File: src/rtl/hamming_pkg.sv
// rtl/hamming_pkg.sv - shared SECDED types and width/position helpers
package hamming_pkg;

  typedef enum logic [1:0] {NINGUNO, CORREGIDO, DOBLE} estado_t;

  // Smallest p with 2^p >= data_w + p + 1
  function automatic int calc_par_w(input int data_w);
    calc_par_w = 0;
    for (int q = 30; q >= 1; q--) begin
      if ((1 << q) >= data_w + q + 1) calc_par_w = q;
    end
  endfunction

  // Codeword position of data bit idx: idx-th non-power-of-two position from 3 up
  function automatic int data_pos(input int idx);
    int cnt;
    data_pos = 0;
    cnt = 0;
    for (int p = 3; p < idx + 40; p++) begin
      if ((p & (p - 1)) != 0) begin
        if (cnt == idx) data_pos = p;
        cnt++;
      end
    end
  endfunction

endpackage

File: src/rtl/hamming_sindrome.sv
// rtl/hamming_sindrome.sv - combinational syndrome and global parity of a codeword
module hamming_sindrome #(
  parameter int CW_W  = 8,
  parameter int PAR_W = 3
) (
  input  logic [CW_W-1:0]  palabra,
  output logic [PAR_W-1:0] sindrome,
  output logic             paridad
);

  // Syndrome is the XOR of the indices of all set bits above overall parity
  always_comb begin
    sindrome = '0;
    for (int i = 1; i < CW_W; i++) begin
      if (palabra[i]) sindrome = sindrome ^ PAR_W'(i);
    end
  end

  assign paridad = ^palabra;

endmodule

File: src/rtl/decodificador_hamming_pipe.sv
// rtl/decodificador_hamming_pipe.sv - two-stage SECDED decoder; error counters built when HAMMING_CONTADORES_EN is defined
module decodificador_hamming_pipe
  import hamming_pkg::*;
#(
  parameter  int DATA_W = 4,
  parameter  int CNT_W  = 16,
  localparam int PAR_W  = calc_par_w(DATA_W),
  localparam int CW_W   = DATA_W + PAR_W + 1
) (
  input  logic              clk,
  input  logic              rst_n,
  input  logic              in_valid,
  output logic              in_ready,
  input  logic [CW_W-1:0]   in_palabra,
  output logic              out_valid,
  input  logic              out_ready,
  output logic [DATA_W-1:0] out_dato,
  output logic [PAR_W-1:0]  out_pos_error,
  output logic              out_corregido,
  output logic              out_doble_error,
  input  logic              cnt_borrar,
  output logic [CNT_W-1:0]  cnt_corregidos,
  output logic [CNT_W-1:0]  cnt_dobles
);

  logic [PAR_W-1:0]  sind_c;
  logic              par_c;

  logic              s1_valid;
  logic [CW_W-1:0]   s1_palabra;
  logic [PAR_W-1:0]  s1_sind;
  logic              s1_par;

  logic              s2_valid;
  logic [DATA_W-1:0] s2_dato;
  logic [PAR_W-1:0]  s2_pos;
  estado_t           s2_estado;

  logic [CW_W-1:0]   fijo_c;
  logic [DATA_W-1:0] dato_c;
  estado_t           estado_c;

  logic              s2_adv;
  logic              s1_adv;

  hamming_sindrome #(.CW_W(CW_W), .PAR_W(PAR_W)) u_sindrome (
    .palabra  (in_palabra),
    .sindrome (sind_c),
    .paridad  (par_c)
  );

  // No skid buffer: readiness ripples straight back from out_ready
  assign s2_adv   = !s2_valid || out_ready;
  assign s1_adv   = !s1_valid || s2_adv;
  assign in_ready = s1_adv;

  // Stage 1 captures the codeword with its syndrome and parity
  always_ff @(posedge clk) begin
    if (!rst_n) begin
      s1_valid   <= 1'b0;
      s1_palabra <= '0;
      s1_sind    <= '0;
      s1_par     <= 1'b0;
    end else if (s1_adv) begin
      s1_valid <= in_valid;
      if (in_valid) begin
        s1_palabra <= in_palabra;
        s1_sind    <= sind_c;
        s1_par     <= par_c;
      end
    end
  end

  // Classify the error and flip the addressed bit when it is correctable
  always_comb begin
    fijo_c   = s1_palabra;
    estado_c = NINGUNO;
    if (s1_sind == '0) begin
      if (s1_par) estado_c = CORREGIDO;
    end else if (s1_par) begin
      if (s1_sind <= PAR_W'(CW_W - 1)) begin
        fijo_c[s1_sind] = ~s1_palabra[s1_sind];
        estado_c        = CORREGIDO;
      end else begin
        estado_c = DOBLE;
      end
    end else begin
      estado_c = DOBLE;
    end
  end

  for (genvar k = 0; k < DATA_W; k++) begin : g_extrae
    localparam int POS = data_pos(k);
    assign dato_c[k] = fijo_c[POS];
  end

  // Stage 2 holds the decoded result until the sink takes it
  always_ff @(posedge clk) begin
    if (!rst_n) begin
      s2_valid  <= 1'b0;
      s2_dato   <= '0;
      s2_pos    <= '0;
      s2_estado <= NINGUNO;
    end else if (s2_adv) begin
      s2_valid <= s1_valid;
      if (s1_valid) begin
        s2_dato   <= dato_c;
        s2_pos    <= s1_sind;
        s2_estado <= estado_c;
      end
    end
  end

  assign out_valid       = s2_valid;
  assign out_dato        = s2_dato;
  assign out_pos_error   = s2_pos;
  assign out_corregido   = (s2_estado == CORREGIDO);
  assign out_doble_error = (s2_estado == DOBLE);

`ifdef HAMMING_CONTADORES_EN
  logic [CNT_W-1:0] corr_q;
  logic [CNT_W-1:0] dobl_q;
  logic             out_hs;

  assign out_hs = s2_valid && out_ready;

  // Saturating counters on the output handshake; clear beats increment
  always_ff @(posedge clk) begin
    if (!rst_n || cnt_borrar) begin
      corr_q <= '0;
      dobl_q <= '0;
    end else if (out_hs) begin
      if (s2_estado == CORREGIDO && corr_q != '1) corr_q <= corr_q + CNT_W'(1);
      if (s2_estado == DOBLE && dobl_q != '1) dobl_q <= dobl_q + CNT_W'(1);
    end
  end

  assign cnt_corregidos = corr_q;
  assign cnt_dobles     = dobl_q;
`else
  logic unused_borrar;
  assign unused_borrar  = cnt_borrar;
  assign cnt_corregidos = '0;
  assign cnt_dobles     = '0;
`endif

endmodule
File: config.mk
export PLATFORM = sky130hd
export DESIGN_NAME = decodificador_hamming_pipe
export DESIGN_NICKNAME = d
export VERILOG_FILES = /design/src/rtl/hamming_pkg.sv /design/src/rtl/hamming_sindrome.sv /design/src/rtl/decodificador_hamming_pipe.sv
export SDC_FILE = /design/constraint.sdc
export NUM_CORES = 1
export LEC_CHECK = 0
export CORE_ASPECT_RATIO = 1.4
export CORE_MARGIN = 2
export CORE_UTILIZATION = 39
export CTS_BUF_LIST = sky130_fd_sc_hd__clkbuf_8
export DETAILED_ROUTE_END_ITERATION = 8
export GPL_ROUTABILITY_DRIVEN = 1
export PLACE_DENSITY = 0.77
export SYNTH_ARGS = -nofsm -noshare
export SYNTH_HDL_FRONTEND = slang
export SYNTH_HIERARCHICAL = 1
export SYNTH_SLANG_ARGS = --single-unit
File: constraint.sdc
create_clock -name clk -period 1.1 [get_ports clk]
set_input_delay 0.22 -clock clk [delete_from_list [all_inputs] [get_ports clk]]
set_output_delay 0.22 -clock clk [all_outputs]
set_load 0.005 [all_outputs]
### Met1 routing, run 1

Scale: 4 px per um.
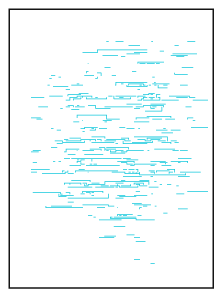
longest straight run = 12.4 um
wire length on this layer = 797 um
share of all routed wire = 35%
nets with wire on the layer = 141
main direction = horizontal
via count: 954
routing usage on met1: 12.4%

### Gate families picked out, run 1

Scale: 4 px per um.
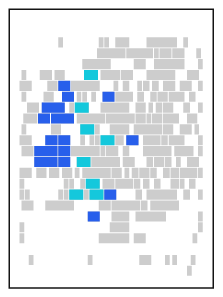
xor and xnor cells -> blue  # cells 15, most used xnor2_1
mux cells -> cyan  # cells 8, most used mux2i_1, where center
combinational share of cell area: 45.3%
Non-Filler Instances: 213
most common cell after layout, fill and taps aside: sky130_fd_sc_hd__conb_1

==> reports/qor.tcl, run 1 <==
set qor(status) {finished, violations left}
set qor(violations_in_the_final_reports) {negative setup slack}
set qor(reg2reg_from) {out_valid}
set qor(die-height_um) 69.3
set qor(synth_top_flop_cell) {sky130_fd_sc_hd__dfxtp_1}
set qor(worstSkewPairLatency_ps) 260
set qor(crit_path_top_delay_cell) {sky130_fd_sc_hd__dfxtp_2}
set qor(pwr.group.sequential_uw) 797
set qor(io_pins) 56
set qor(p_sw_share_pct) 28.2
set qor(pwr_density_cell_nw_per_um2) 1100
set qor(route.detailed.wl_per_inst_um) 10.6
set qor(cts_tree) {yes}
set qor(cts.sink_count) 19
set qor(edf_count) 0
set qor(ctsHtreeMaxLevel) 1
set qor(cts_root_buffer) {sky130_fd_sc_hd__clkbuf_8}
set qor(rr_endpoint) {s1_palabra[3]}
set qor(type_of_origin_of_the_critical_path) {register}
set qor(cp_cell_sequence) {nor2b_4 > buf_6 > buf_6 > a21boi_4 > buf_12 > mux2i_1}
set qor(placementRows) 23
set qor(worst_path_most_repeated_cell) {sky130_fd_sc_hd__buf_6}
set qor(antenna_cells_inserted) 0
set qor(synth_async_sr_flop_share_pct) 0
set qor(timing.critical_path.arrival_ps) 1410
set qor(cp_max_fo) 8
set qor(cts_max_path_buffers) 2
set qor(final_period_minus_worst_setup_slack_ps) 1220
set qor(r2r.worst_path.cells) 6
set qor(cpPeakStageDelay_ps) 330
set qor(min_setup_slack_post_route_ps) -119
set qor(hpwl_um) 1700
set qor(setup.worst_path.end_class) {register}
set qor(syn2layout_area_growth_pct) 29.4
set qor(yosys.cell_types.count) 26
set qor(synth_stat.cells) 137
set qor(pwr.group.combinational_uw) 412
set qor(holdWs_ps) 374
set qor(path_class) {reg2reg}
set qor(rrSetupSlack_ps) -120
set qor(drt_first_pass_iters) 4
set qor(die_area_sq_um) 3510
set qor(finalWirelength_um) 2270
set qor(yosysTopAreaCell) {sky130_fd_sc_hd__dfxtp_1}
set qor(synth_top_area_share_pct) 32.0
set qor(grt.overflow.total) 0
set qor(numPlacedInstances) 203
set qor(clkTransAtPathRegs_ps) 70
set qor(holdCritStartpoint) {rst_n}
set qor(final_nets) 190
set qor(vias_per_cell) 4.48
set qor(number_of_instances_in_the_synthesized_netlist) 137
set qor(achievable-frequency_ghz) 0.820
set qor(drv_slew) 0
set qor(post-route-drc-count) 0
set qor(power.leakage_nw) 0.720
set qor(worst_clock_skew_ps) 3.92
set qor(yosysWarnings) 6
set qor(rsz0062_at_grt) {yes}
set qor(coreArea_sq_um) 2880
set qor(avg_cell_area_syn_sq_um) 8.67
set qor(hp-class) {in2reg}
set qor(hold_path_depth) 3
set qor(die_width_um) 50.6
set qor(seqPwrFrac_pct) 47.3
set qor(power_frac_clock_pct) 28.2
set qor(pin_count_of_the_biggest_net_entering_global_routing) 17
set qor(worst_setup_path_endpoint) {s1_palabra[3]}
set qor(setup.worst_path.start) {out_valid}
set qor(p_clk_uw) 475
set qor(netlist_top_cells_count) {sky130_fd_sc_hd__buf_4 (33), sky130_fd_sc_hd__dfxtp_1 (19), sky130_fd_sc_hd__nand2_1 (18), sky130_fd_sc_hd__a21oi_1 (10), sky130_fd_sc_hd__xnor2_1 (9)}
set qor(grt_antenna_before_repair) 0
set qor(cp.required_ps) 1290
set qor(proportion_of_layout_cells_with_a_drive_suffix_above_1_pct) 26.7
set qor(netlist_area_sq_um) 1190
set qor(power.switching_uw) 475
set qor(port_buffers) 22
set qor(yosys.stat.chipArea_sq_um) 1190
set qor(postCtsHoldBufs) 0
set qor(lay_top_cells) {sky130_fd_sc_hd__conb_1 (32), sky130_fd_sc_hd__nand2_1 (18), sky130_fd_sc_hd__buf_4 (16)}
set qor(stage_log_warnings) 29
set qor(core_util_floorplan_pct) 41.3
set qor(report.final.setup_viol) 15
set qor(cts_made_buffers) 3
set qor(power.share.combinational_pct) 24.5
set qor(drtAntennaViolNets) 0
set qor(final_hold_vios) 0
set qor(synth.area.top_cells) {sky130_fd_sc_hd__dfxtp_1 (32%), sky130_fd_sc_hd__buf_4 (21%), sky130_fd_sc_hd__mux2i_1 (6.7%)}
set qor(grt_pass1_vias) 852
set qor(grt_use_total_pct) 12.7
set qor(grt_pass1_wl_um) 3570
set qor(timing.hold.worst_endpoint) {s2_estado[1]}
set qor(power_leader) {sequential cells}
set qor(postSynthSeqShare_pct) 32.0
set qor(period_used_pct) 111
set qor(ir_worst_vdd_v) 0.000478
### Where the registers sit, run 1

Scale: 6 px per um.
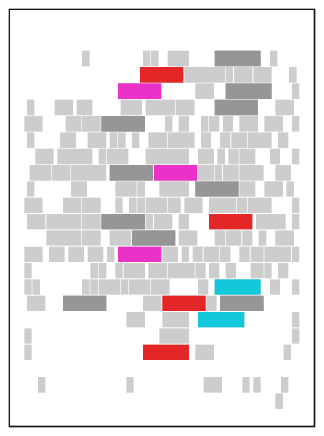
`out_dato` -> red  # placed flops 4
`s1_sind` -> magenta  # placed flops 3
`s2_estado` -> cyan  # placed flops 2
not colored = 10
register share of the cell area: 25.2%
Storage cell area: 387 sq um
end-of-flow core utilization: 53.4%

### A small window of the routed layout, run 1

Region (25, 39) to (50, 64) um. Cells in gray, sequential cells in the stronger gray; small squares are vias.
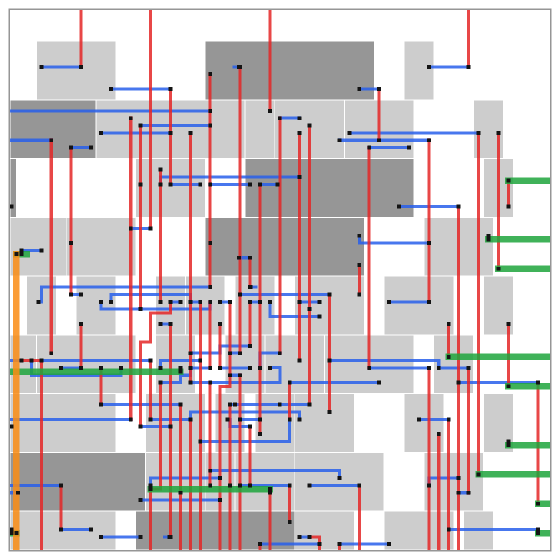
M2 -> red
M4 -> orange
M1 -> blue
M3 -> green
sequential cells in the window = 6
cells with their middle in the window = 48
most frequent = conb_1 (7), buf_4 (7), dlygate4sd2_1 (5)
netlist names of flops here include = `out_pos_error` (2)

## run 1: sequential cells by signal (all words and copies together), names as in the netlist
signal,count
out_dato,4
s1_palabra,4
out_pos_error,3
s1_sind,3
s2_estado,2
out_valid,1
s1_par,1
s1_valid,1
## run 1: cells by family after synthesis
family                 Yosys count  share of synthesized area, %
flip-flops                      19                          32.0
AND/OR/NAND/NOR                 34                          14.4
buffers and inverters           40                          24.0
other                            1                         0.316
AND-OR/OR-AND                   20                          10.7
XOR/XNOR                        15                          11.7
multiplexers                     8                          6.74
## run 1: layer usage
metal  up-vias  global-route usage [%]  wire length (um)
met5         -                       0                 0
met4         0                    4.50                33
met3         3                    2.37               153
met2        48                    25.3              1280
met1       437                    12.4               797
li1        466                       -                 -
## run 1: repair_timing
action	4_1_cts	5_1_grt
gates resized	40	11
setup buffers	3	2
pin swaps	8	1
cloned	0	1
endpoints found under the setup margin	28	20
## run 1: stage by stage
step	area (sq um)	utilization (%)	setup TNS (ps)	worst slack [ps]
finish	1540	53.4	-1090	-119
CTS	1480	51.5	-1650	-140
detailed placement	1410	49.0	-7660	-508
global placement	1410	49.0	-6680	-458
global route	1540	53.4	-2150	-198
floorplan	1300	-	0	75.0
## run 1: worst max-delay path: cells and delay by family (launching register included)
kind	cells	cell delay, ps
buf+inv	3	370
compound gates	1	150
simple gates	1	120
flops	1	330
mux	1	180
## run 1: final cells by class
| class | count | area, sq um |
|---|---|---|
| Clock buffer | 3 | 41.3 |
| Sequential cell | 19 | 387 |
| Timing Repair Buffer | 41 | 347 |
| Tap cell | 37 | 46.3 |
| Multi-Input combinational cell | 109 | 696 |
| Clock inverter | 1 | 3.75 |
| Fill cell | 279 | 1340 |
| Inverter | 2 | 11.3 |
| Timing Repair inverter | 1 | 5.00 |
### Congestion heat map, run 1

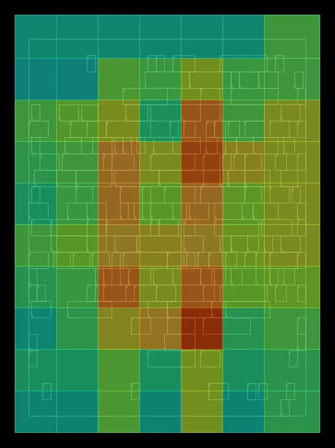

==> run 2, diff against run 1 <==
Settings changed: PLACE_DENSITY 0.77 to 0.74.
### Congestion heat map, run 2

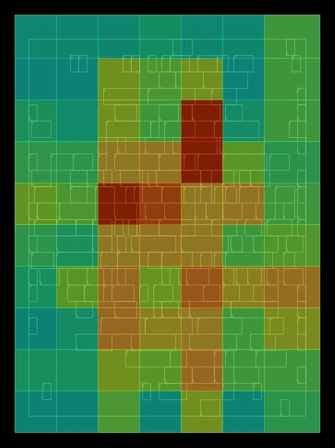
post-DR wirelength/cell: 11.4 um
end-of-flow core utilization: 55.4%

### Gate families picked out, run 2

Scale: 4 px per um.
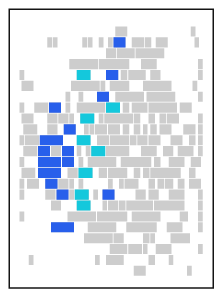
mux cells -> cyan  # cells 8, most used mux2i_1
xor and xnor cells -> blue  # cells 15, most used xnor2_1
combinational share of cell area: 45.3%
Non-Filler Instances: 216

==> reports/qor.tcl, run 2 <==
set qor(status) {finished, violations left}
set qor(violations_in_the_final_reports) {negative setup slack}
set qor(period_used_pct) 113 ;# +1.8 points
set qor(final_period_minus_worst_setup_slack_ps) 1240 ;# +19.4 ps
set qor(post-place-ws_ps) -480 ;# +27.6 ps
set qor(synth_top_area_share_pct) 32.0 ;# unchanged
set qor(worst_path_most_repeated_cell) {sky130_fd_sc_hd__buf_6}
set qor(port_buffers) 22 ;# unchanged
set qor(edf_count) 0 ;# unchanged
set qor(lay_top_cells) {sky130_fd_sc_hd__conb_1 (32), sky130_fd_sc_hd__nand2_1 (18), sky130_fd_sc_hd__buf_4 (15)}
set qor(timing.critical_path.arrival_ps) 1410 ;# about the same
set qor(detail_route.wirelength.met1_um) 792 ;# -0.63%
set qor(crit_path_top_delay_cell) {sky130_fd_sc_hd__dfxtp_2}
set qor(ir_worst_vdd_v) 0.000524 ;# +9.8%
set qor(grt_pass1_wl_um) 3580 ;# +0.20%
set qor(cp_cell_sequence) {buf_6 > nor2b_4 > buf_6 > a21boi_4 > buf_12 > mux2i_1}
set qor(syn2layout_area_growth_pct) 34.4
set qor(met1_usage_pct) 10.6 ;# -1.7 points
set qor(type_of_origin_of_the_critical_path) {register}
set qor(achievable-frequency_ghz) 0.807 ;# -1.6%
set qor(numPlacedInstances) 204 ;# +0.49%
set qor(clkTransAtPathRegs_ps) 60 ;# about the same
set qor(ctsHtreeMaxLevel) 1 ;# unchanged
set qor(yosysWarnings) 6 ;# unchanged
set qor(fillCellCount) 294 ;# +5.4%
set qor(grt_antenna_before_repair) 0 ;# unchanged
set qor(grt_use_total_pct) 13.0 ;# +0.22 points
set qor(placementRows) 23 ;# unchanged
set qor(vias_per_cell) 4.59 ;# +2.4%
set qor(synth_async_sr_flop_share_pct) 0 ;# unchanged
set qor(proportion_of_layout_cells_with_a_drive_suffix_above_1_pct) 30.2 ;# +3.5 points
set qor(finalWirelength_um) 2450 ;# +8.1%
set qor(worstSkewPairLatency_ps) 250 ;# about the same
set qor(final_nets) 193 ;# +1.6%
set qor(die_width_um) 50.6 ;# unchanged
set qor(synth.area.top_cells) {sky130_fd_sc_hd__dfxtp_1 (32%), sky130_fd_sc_hd__buf_4 (21%), sky130_fd_sc_hd__mux2i_1 (6.7%)}
set qor(grt.overflow.total) 0 ;# unchanged
set qor(die_area_sq_um) 3510 ;# unchanged
set qor(yosys.cell_types.count) 26 ;# unchanged
set qor(hpwl_um) 1730 ;# +2.1%
set qor(cts_tree) {yes}
set qor(routed-via-count) 991 ;# +3.9%
set qor(report.final.setup_viol) 15 ;# unchanged
set qor(postCtsHoldBufs) 0 ;# unchanged
set qor(min_setup_slack_post_route_ps) -139 ;# -19.4 ps
set qor(cts_made_buffers) 3 ;# unchanged
set qor(rsz0062_at_grt) {yes}
set qor(cts_root_buffer) {sky130_fd_sc_hd__clkbuf_8}
set qor(post-route-drc-count) 0 ;# unchanged
set qor(path_class) {reg2reg}
set qor(cts.sink_count) 19 ;# unchanged
set qor(worst_clock_skew_ps) 0.982 ;# -2.94 ps
set qor(io_pins) 56 ;# unchanged
set qor(grt-busiest-layer) {met2}
set qor(core_util_floorplan_pct) 41.3 ;# unchanged
set qor(cts_max_path_buffers) 2 ;# unchanged
set qor(hp-class) {in2reg}
set qor(postSynthSeqShare_pct) 32.0 ;# unchanged
set qor(yosysTopAreaCell) {sky130_fd_sc_hd__dfxtp_1}
set qor(drt_first_pass_iters) 4 ;# unchanged
set qor(yosys.stat.chipArea_sq_um) 1190 ;# unchanged
set qor(stage_log_warnings) 29 ;# unchanged
set qor(globalRouteMet3Util_pct) 3.02 ;# +0.65 points
set qor(drv_slew) 0 ;# unchanged
set qor(power.leakage_nw) 0.733 ;# +1.8%
set qor(met3_length_um) 132 ;# -14%
set qor(routed.top_layer) {met4}
set qor(netlist_area_sq_um) 1190 ;# unchanged
set qor(cp_max_fo) 8 ;# unchanged
set qor(pwr_density_cell_nw_per_um2) 1070 ;# -2.8%
set qor(grt_util_met2_pct) 26.9 ;# +1.6 points
set qor(grt_pass1_vias) 911 ;# +6.9%
set qor(cpPeakStageDelay_ps) 320 ;# about the same
### A small window of the routed layout, run 2

Region (25, 39) to (50, 64) um. Cells in gray, sequential cells in the stronger gray; small squares are vias.
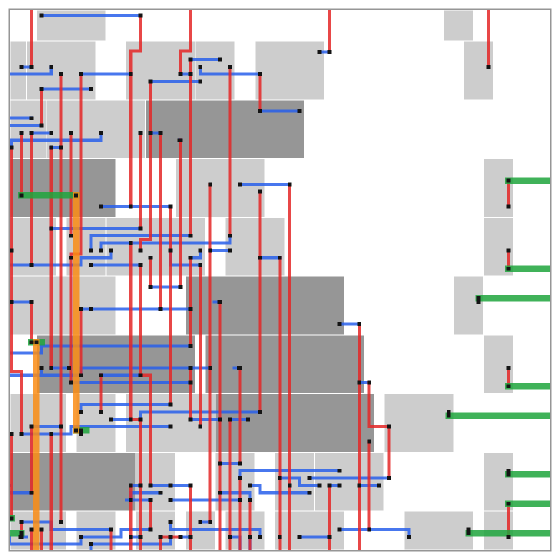
M2 -> red
M4 -> orange
M3 -> green
M1 -> blue
cells with their middle in the window = 44
netlist names of flops here include = `out_dato` (3), `out_pos_error` (3)
sequential cells in the window = 7
most frequent = conb_1 (9), dfxtp_1 (6)

run 2: cell counts after synthesis:
No cell type changed its count.
run 2: layout make-up:
class                      count  area, sq um  area share [%]
multi-input combinational    110          722            45.3
sequential                    19          388            24.3
timing repair buffer          43          378            23.7
tap                           37         46.3            2.90
clock buffer                   3         41.3            2.59
inverter                       2         11.3           0.706
timing repair inverter         1         5.00           0.314
clock inverter                 1         3.75           0.235
run 2: timing repair:
action                                  in CTS  in global routing
resized                                     36                 21
pin swaps                                    6                  4
buffers inserted                             3                  4
endpoints found under the setup margin      28                 21
gates cloned                                 0                  2
run 2: power by group:
group	internal, mW	switching [mW]	total [mW]
registers	0.744	0.0558	0.799
clock network	0.247	0.210	0.457
logic	0.239	0.204	0.443
total	1.23	0.469	1.70
run 2: logic make-up after synthesis:
family	share of synthesized area, %
buffers and inverters	24.0
and+or+nand+nor	14.4
AOI/OAI and AO/OA	10.7
DFF	32.0
xor gates and xnor gates	11.7
muxes	6.74
other	0.316
run 2: path summary, 6_finish.rpt:
path / startpoint / slack, ps / depth (start not counted) / endpoint
max: out_valid / -140 / 6 / s1_par
max reg2reg: out_valid / -140 / 6 / s1_par
min reg2reg: out_pos_error[2] / 460 / 2 / out_pos_error[2]
min: rst_n / 410 / 3 / s2_estado[1]
run 2: through the flow:
| step | hold slack (ps) | cell area, sq um | utilization [%] | TNS [ps] |
|---|---|---|---|---|
| CTS | 477 | 1500 | 52.0 | -1700 |
| finish | 407 | 1600 | 55.4 | -1160 |
| global placement | 462 | 1420 | 49.3 | -6990 |
| floorplan | 337 | 1300 | - | 0 |
| detailed placement | 468 | 1420 | 49.3 | -7730 |
| global route | 431 | 1600 | 55.4 | -2080 |
### Met1 routing, run 2

Scale: 4 px per um.
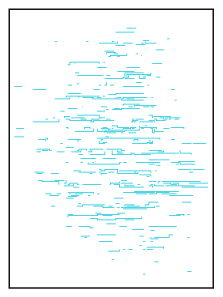

==> run 3, diff against run 2 <==
Settings changed: PLACE_DENSITY 0.74 to 0.77, REMOVE_ABC_BUFFERS set to 1.
### Met1 routing, run 3

Scale: 4 px per um.
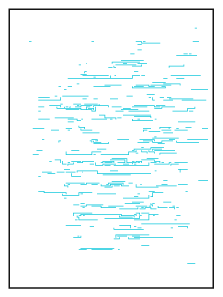
nets with wire on the layer = 138
longest straight run = 16.1 um
wire length on this layer = 824 um
main direction = horizontal
share of all routed wire = 36%
routing usage on met1: 12.6%
final WL: 2270 um
via count: 909

### A small window of the routed layout, run 3

Region (25, 39) to (50, 64) um. Cells in gray, sequential cells in the stronger gray; small squares are vias.
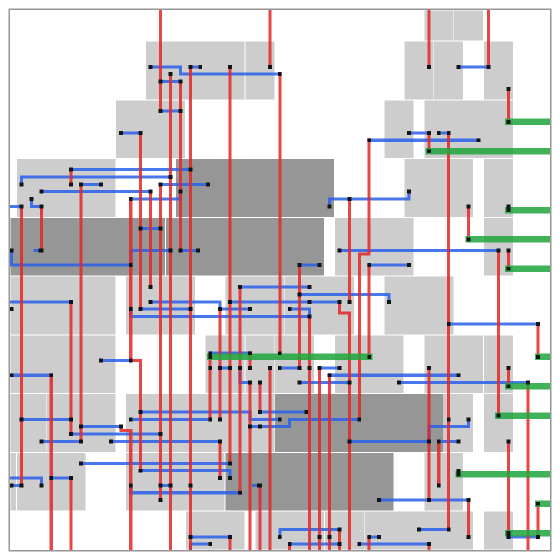
M2 -> red
M3 -> green
M1 -> blue
sequential cells in the window = 5
cells with their middle in the window = 45
netlist names of flops here include = `out_dato` (3)
most frequent = conb_1 (12), dlygate4sd2_1 (4)

### Congestion heat map, run 3

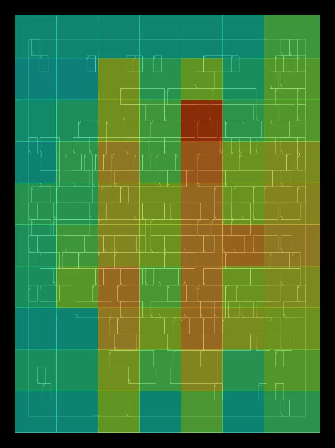
busiest grt layer: met2
post-DR wirelength/cell: 10.8 um

==> reports/qor.tcl, run 3 <==
set qor(hpwl_um) 1630 ;# -5.9%
set qor(drtAntennaViolNets) 0
set qor(rsz0062_at_grt) {yes}
set qor(report.final.setup_viol) 10 ;# -5
set qor(status) {finished, violations left}
set qor(internal_power_mw) 1.21 ;# -1.6%
set qor(worstSkewPairLatency_ps) 250 ;# about the same
set qor(die_area_sq_um) 3510 ;# unchanged
set qor(postSynthSeqShare_pct) 32.0 ;# unchanged
set qor(grt.overflow.total) 0 ;# unchanged
set qor(timing.critical_path.arrival_ps) 1310 ;# -100 ps
set qor(power.leakage_nw) 0.714 ;# -2.5%
set qor(detailed_place.area_sq_um) 1430 ;# +0.53%
set qor(type_of_origin_of_the_critical_path) {register}
set qor(routed.top_layer) {met4}
set qor(achievable-frequency_ghz) 0.885 ;# +9.6%
set qor(die_width_um) 50.6 ;# unchanged
set qor(syn2layout_area_growth_pct) 30.1
set qor(proportion_of_layout_cells_with_a_drive_suffix_above_1_pct) 29.3 ;# -0.86 points
set qor(worst_clock_skew_ps) 1.49 ;# +0.509 ps
set qor(vias_per_cell) 4.31 ;# -6.1%
set qor(synth_top_cell_by_count) {sky130_fd_sc_hd__buf_4}
set qor(yosys.cell_types.count) 26 ;# unchanged
set qor(grt_antenna_before_repair) 0 ;# unchanged
set qor(p_sw_share_pct) 28.0 ;# +0.36 points
set qor(clkTransAtPathRegs_ps) 70 ;# about the same
set qor(yosysTopAreaCell) {sky130_fd_sc_hd__dfxtp_1}
set qor(violations_in_the_final_reports) {negative setup slack}
set qor(hp-class) {in2reg}
set qor(cts_made_buffers) 3 ;# unchanged
set qor(yosys.stat.chipArea_sq_um) 1190 ;# unchanged
set qor(grt_use_total_pct) 12.8 ;# -0.18 points
set qor(layout_top_cell_excl_fill_tap) {sky130_fd_sc_hd__conb_1}
set qor(drv_slew) 0 ;# unchanged
set qor(synth.area.top_cells) {sky130_fd_sc_hd__dfxtp_1 (32%), sky130_fd_sc_hd__buf_4 (21%), sky130_fd_sc_hd__mux2i_1 (6.7%)}
set qor(pwr.group.combinational_uw) 412 ;# -7.0%
set qor(min_setup_slack_post_route_ps) -30.0 ;# +109 ps
set qor(cts_tree) {yes}
set qor(post-route-drc-count) 0 ;# unchanged
set qor(met3_length_um) 139 ;# +5.3%
set qor(pwr.group.sequential_uw) 802 ;# about the same
set qor(yosysWarnings) 6 ;# unchanged
set qor(final_period_minus_worst_setup_slack_ps) 1130 ;# -109 ps
set qor(placementRows) 23 ;# unchanged
set qor(final_nets) 188 ;# -2.6%
set qor(synth_async_sr_flop_share_pct) 0 ;# unchanged
set qor(power.share.combinational_pct) 24.5 ;# -1.6 points
set qor(stage_log_warnings) 28 ;# -3.4%
set qor(grt_util_met2_pct) 25.0 ;# -1.9 points
set qor(power.switching_uw) 470 ;# +0.16%
set qor(drt_first_pass_iters) 4 ;# unchanged
set qor(pin_count_of_the_biggest_net_entering_global_routing) 18
set qor(synth_top_area_share_pct) 32.0 ;# unchanged
set qor(seqPwrFrac_pct) 47.7 ;# +0.7 points
set qor(path_class) {reg2reg}
set qor(io_pins) 56 ;# unchanged
set qor(grt_pass1_wl_um) 3550 ;# -0.78%
set qor(cp_max_fo) 8 ;# unchanged
set qor(final_instance_area_sq_um) 1550 ;# -3.1%
set qor(pwr_density_cell_nw_per_um2) 1090 ;# +2.1%
set qor(port_buffers) 22 ;# unchanged
set qor(cts_root_buffer) {sky130_fd_sc_hd__clkbuf_8}
set qor(grt_pass1_vias) 836 ;# -8.2%
set qor(edf_count) 0 ;# unchanged
set qor(period_used_pct) 103 ;# -9.9 points
set qor(globalRouteMet3Util_pct) 2.59 ;# -0.43 points
set qor(ctsHtreeMaxLevel) 1 ;# unchanged
set qor(lay_top_cells) {sky130_fd_sc_hd__conb_1 (32), sky130_fd_sc_hd__nand2_1 (18), sky130_fd_sc_hd__dlygate4sd2_1 (16)}
set qor(power_leader) {sequential cells}
set qor(netlist_area_sq_um) 1190 ;# unchanged
set qor(max_cap_viols) 0
set qor(ir_worst_vdd_v) 0.000572 ;# +9.1%
set qor(p_clk_uw) 467 ;# +2%
set qor(cts.sink_count) 19 ;# unchanged
set qor(rrSetupSlack_ps) -30 ;# +110 ps
set qor(core_util_floorplan_pct) 41.3 ;# unchanged
set qor(holdWs_ps) 406 ;# -0.803 ps
set qor(detail_route.wirelength.met1_um) 823 ;# +3.9%
set qor(power_frac_clock_pct) 27.8 ;# +0.9 points
set qor(number_of_instances_in_the_synthesized_netlist) 137
set qor(cts_max_path_buffers) 2 ;# unchanged
==> run 3: per-stage QoR <==
step / TNS (ps) / setup WS [ps] / cells / util [%]
2_1_floorplan: -140 / -28.3 / 130 / -
3_3_place_gp: -6990 / -452 / 205 / 49.5
3_5_place_dp: -7370 / -453 / 205 / 49.5
4_1_cts: -1320 / -111 / 212 / 52.8
5_1_grt: -817 / -80.8 / 211 / 53.7
6_report: -206 / -30.0 / 211 / 53.7
==> run 3: critical path, cell delays in order (launching register included) <==
cell and delay [ps]:
sky130_fd_sc_hd__dfxtp_2 320, sky130_fd_sc_hd__nor2b_4 120, sky130_fd_sc_hd__buf_6 130, sky130_fd_sc_hd__a21boi_4 170, sky130_fd_sc_hd__buf_12 150, sky130_fd_sc_hd__mux2i_1 170
==> run 3: repair_timing <==
item	CTS	global route
gates resized	49	14
setup endpoints to repair	28	22
cloned	0	2
hold buffers	0	0
setup buffers	3	0
pin swaps	10	5
==> run 3: logic make-up (layout without fill, tap and decap cells) <==
kind of cell    Yosys count  count (layout)  share of synthesized area [%]
simple gates             34              35                           14.4
other cells               1              32                          0.316
xor+xnor                 15              15                           11.7
flops                    19              19                           32.0
buf+inv                  40              45                           24.0
compound gates           20              20                           10.7
mux                       8               8                           6.74
==> run 3: final cells by class <==
class,instances,area (sq um)
Multi-Input combinational cell,110,721
Tap cell,37,46.3
Clock buffer,3,41.3
Inverter,2,11.3
Timing Repair inverter,1,5.00
Clock inverter,1,3.75
Sequential cell,19,390
Fill cell,283,1330
Timing Repair Buffer,38,327
==> run 3: final timing paths <==
kind                         start                to  depth (start not counted)
hold reg to reg   out_pos_error[2]  out_pos_error[2]                          2
hold / removal               rst_n      s2_estado[1]                          3
setup reg to reg         out_valid     s1_palabra[7]                          5
setup / recovery         out_valid     s1_palabra[7]                          5
Power and IR drop assume default switching activity.
